==> src/rtl/cache_stats_readout_sequencer.sv <==
// rtl/cache_stats_readout_sequencer.sv - drains performance counters into a valid/ready word stream
//
// Purpose: on a start pulse, freezes the performance counters and walks select
// codes 0..N_CODES-1 on comm_o. Each returned word on comm_i is pushed into an
// output FIFO.
//
// Ports:
//   clock_i, resetn_i  clock and asynchronous active-low reset
//   start_i            one-cycle readout request (dropped and flagged while busy)
//   count_en_i         host request to run the counters
//   comm_o / comm_i    command word to, and return word from, the performance controller
//   data_o, valid_o,   FIFO head, driven to the consumer
//   ready_i            consumer handshake
//   busy_o, done_o     readout in progress / one-cycle completion pulse
//   overflow_o         sticky flag: start request seen while busy
module cache_stats_readout_sequencer #(
  parameter int N_CODES    = 20,
  parameter int SETTLE     = 2,
  parameter int FIFO_DEPTH = 16
) (
  input  logic        clock_i,
  input  logic        resetn_i,
  input  logic        start_i,
  input  logic        count_en_i,
  output logic [31:0] comm_o,
  input  logic [31:0] comm_i,
  output logic [31:0] data_o,
  output logic        valid_o,
  input  logic        ready_i,
  output logic        busy_o,
  output logic        done_o,
  output logic        overflow_o
);
  localparam int AW = $clog2(FIFO_DEPTH);

  localparam logic [2:0] S_IDLE    = 3'd0;
  localparam logic [2:0] S_ISSUE   = 3'd1;
  localparam logic [2:0] S_WAIT    = 3'd2;
  localparam logic [2:0] S_CAPTURE = 3'd3;
  localparam logic [2:0] S_DONE    = 3'd4;

  logic [2:0]    state_q, state_d;
  logic [4:0]    code_q, code_d;
  logic [7:0]    cnt_q, cnt_d;
  logic [4:0]    sel_q, sel_d;
  logic          cen_q, cen_d;
  logic          busy_q, busy_d;
  logic          done_q, done_d;
  logic          ovf_q, ovf_d;
  logic          start_q, start_d;
  logic [AW:0]   wptr_q, wptr_d;
  logic [AW:0]   rptr_q, rptr_d;
  logic [31:0]   mem [FIFO_DEPTH];

  logic          fifo_full;
  logic          fifo_empty;
  logic          push;
  logic          pop;

  // Full when pointers differ only in the wrap bit.
  assign fifo_full  = ((wptr_q ^ rptr_q) == {1'b1, {AW{1'b0}}});
  assign fifo_empty = (wptr_q == rptr_q);
  assign pop        = !fifo_empty && ready_i;

  always_comb begin
    state_d = state_q;
    code_d  = code_q;
    cnt_d   = cnt_q;
    sel_d   = sel_q;
    busy_d  = busy_q;
    done_d  = 1'b0;
    push    = 1'b0;
    // busy_q stays high through DONE, so a start in that cycle is also dropped.
    start_d = start_i && !busy_q && !start_q && (state_q == S_IDLE);
    ovf_d   = ovf_q | (start_i && busy_q);

    case (state_q)
      S_IDLE: begin
        if (start_q) begin
          state_d = S_ISSUE;
          busy_d  = 1'b1;
          code_d  = 5'd0;
          sel_d   = 5'd0;
        end
      end
      S_ISSUE: begin
        sel_d   = code_q;
        cnt_d   = 8'(SETTLE - 1);
        state_d = S_WAIT;
      end
      S_WAIT: begin
        cnt_d = cnt_q - 8'd1;
        if (cnt_q == 8'd1) state_d = S_CAPTURE;
      end
      S_CAPTURE: begin
        // A pop on the same edge frees a slot, so a full FIFO can still accept.
        // Otherwise hold: comm_o is unchanged, so comm_i stays valid.
        if (!fifo_full || pop) begin
          push = 1'b1;
          if (code_q == 5'(N_CODES - 1)) begin
            state_d = S_DONE;
          end else begin
            code_d  = code_q + 5'd1;
            state_d = S_ISSUE;
          end
        end
      end
      S_DONE: begin
        done_d  = 1'b1;
        busy_d  = 1'b0;
        sel_d   = 5'd0;
        state_d = S_IDLE;
      end
      default: state_d = S_IDLE;
    endcase

    // Freeze on the edge busy rises; resume only one cycle after busy falls,
    // so the whole readout sees frozen counters.
    cen_d  = count_en_i && !busy_d && !busy_q;
    wptr_d = wptr_q + (AW+1)'(push);
    rptr_d = rptr_q + (AW+1)'(pop);
  end

  always_ff @(posedge clock_i or negedge resetn_i) begin
    if (!resetn_i) begin
      state_q <= S_IDLE;
      code_q  <= 5'd0;
      cnt_q   <= 8'd0;
      sel_q   <= 5'd0;
      cen_q   <= 1'b0;
      busy_q  <= 1'b0;
      done_q  <= 1'b0;
      ovf_q   <= 1'b0;
      start_q <= 1'b0;
      wptr_q  <= '0;
      rptr_q  <= '0;
    end else begin
      state_q <= state_d;
      code_q  <= code_d;
      cnt_q   <= cnt_d;
      sel_q   <= sel_d;
      cen_q   <= cen_d;
      busy_q  <= busy_d;
      done_q  <= done_d;
      ovf_q   <= ovf_d;
      start_q <= start_d;
      wptr_q  <= wptr_d;
      rptr_q  <= rptr_d;
    end
  end

  // Storage needs no reset; the pointers define what is valid.
  always_ff @(posedge clock_i) begin
    if (push) mem[wptr_q[AW-1:0]] <= comm_i;
  end

  assign comm_o     = {7'd0, cen_q, 19'd0, sel_q};
  assign valid_o    = !fifo_empty;
  assign data_o     = fifo_empty ? 32'd0 : mem[rptr_q[AW-1:0]];
  assign busy_o     = busy_q;
  assign done_o     = done_q;
  assign overflow_o = ovf_q;

endmodule

==> config.mk <==
export PLATFORM = sky130hd
export DESIGN_NAME = cache_stats_readout_sequencer
export DESIGN_NICKNAME = d
export VERILOG_FILES = /design/src/rtl/cache_stats_readout_sequencer.sv
export SDC_FILE = /design/constraint.sdc
export NUM_CORES = 1
export LEC_CHECK = 0
export CORE_ASPECT_RATIO = 0.5
export CORE_UTILIZATION = 50
export DETAILED_ROUTE_END_ITERATION = 10
export GPL_TIMING_DRIVEN = 1
export MAX_ROUTING_LAYER = met4
export PLACE_DENSITY = 0.79
export RECOVER_POWER = 25
export SLEW_MARGIN = 5
export SYNTH_ARGS = -nofsm -noshare
export SYNTH_HDL_FRONTEND = slang
export SYNTH_SLANG_ARGS = --single-unit
==> constraint.sdc <==
create_clock -name clock_i -period 5.7 [get_ports clock_i]
set_input_delay 1.425 -clock clock_i [delete_from_list [all_inputs] [get_ports clock_i]]
set_output_delay 1.425 -clock clock_i [all_outputs]
set_load 0.02 [all_outputs]
Fig. 1: floorplan with the power grid
(1.5 px per µm) Pins as bars on the die edge.
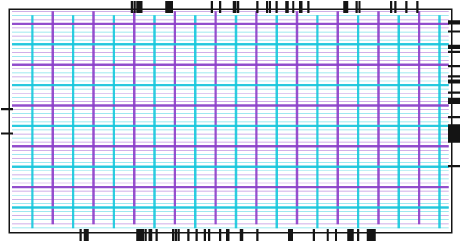
Key: purple = VDD; cyan = VSS
The core has 53 rows. 21 straps on met4. 54 met1 rails follow the rows.

==> run_results.csv <==
group,metric,value,unit
status,violations,"capacitance limit, slew limit",
placement,numPortBuffers,78,
global_routing,grt_pass1_vias,10841,
timing,tns,0,ns
route,drcViolationCount,0,
setup_path,cp-startpoint,"rptr_q[3]",
synthesis,ys_ff,548,
hold_path,min-delay-start,"overflow_o",
timing,finalCritPeriodShare,82.7,%
status,status,"finished with violations",
setup_path,cp_slowest_stage_delay,0.70,ns
timing,skew,0.0222,ns
flow_run,max-cap-violations,1,
layout,final_area,0.0243,mm²
synthesis,simple_gate_share,2.20,%
global_routing,grt_max_degree,131,
setup_path,r2r_start,"state_q[1]",
hold_path,hold_depth,1,
setup_path,reg2reg_slack,2.50,ns
timing,drv_slew,37,
Fig. 2: placement by cell class
(2 px per µm) Fill, decap, tap and diode cells in gray.
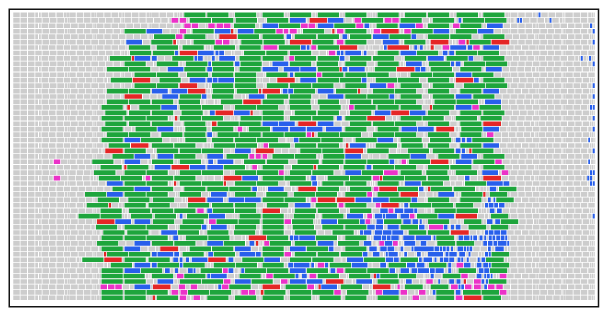
Key: green = sequential cells [cells 548]; magenta = remaining buffers and delay cells [cells 110]; red = clock drivers and dummy loads [cells 84]; blue = combinational and other logic [cells 392]

## cell families after synthesis
group,count (synthesis)
AOI/OAI and AO/OA,133
xor gates and xnor gates,12
adders and majority gates,7
buffers and inverters,85
DFF,548
muxes,129
other,1
and+or+nand+nor,81
## layout make-up
class,instances,area (µm²)
Clock inverter,19,159
Antenna cell,3,7.51
Tap cell,577,722
Timing Repair Buffer,110,1050
Inverter,4,15.0
Clock buffer,65,1290
Multi-Input combinational cell,388,4740
Fill cell,2847,17700
Sequential cell,548,16300
## state kept, by name, summed over array words and instances, names as in the netlist, 3 cells and up
name / flops
mem: 512
code_q: 5
wptr_q: 5
state_q: 3
rptr_q: 5
cnt_q: 8
sel_q: 5
## cell usage in the layout (no fill, tap or decap), types with 3 or more instances in the layout
master           instances
a21o_1                   4
a21oi_1                 34
a22oi_1                 69
buf_12                   3
buf_4                   28
bufinv_16                3
clkbuf_1                17
clkbuf_16               49
clkdlybuf4s50_1         56
clkinv_1                11
clkinv_2                 4
conb_1                  26
dfrtp_1                 34
diode_2                  3
dlygate4sd3_1           22
edfxtp_1               512
ha_1                     7
inv_1                    4
mux4_2                 128
nand2_1                 12
nand2b_1                 4
nand3_1                 10
nor2_1                  11
nor2_4                  11
nor3_2                   4
o21ai_0                 11
o31ai_1                  3
xnor2_1                  5
xnor2_2                  4
xor2_1                   3
## metal layers
metal / GRT usage, % / vias up / wire, µm
li1: - / 4327 / -
met1: 28.4 / 5502 / 17300
met2: 36.3 / 572 / 23500
met3: 3.70 / 84 / 3870
met4: 7.32 / 0 / 1140
met5: - / - / 0
## where the power goes
group | internal (mW) | switching (mW) | total (mW)
Sequential | 4.83 | 0.244 | 5.07
Clock | 1.71 | 1.36 | 3.07
Combinational | 1.85 | 2.33 | 4.19
Total | 8.39 | 3.93 | 12.3
Power and IR drop assume default switching activity.
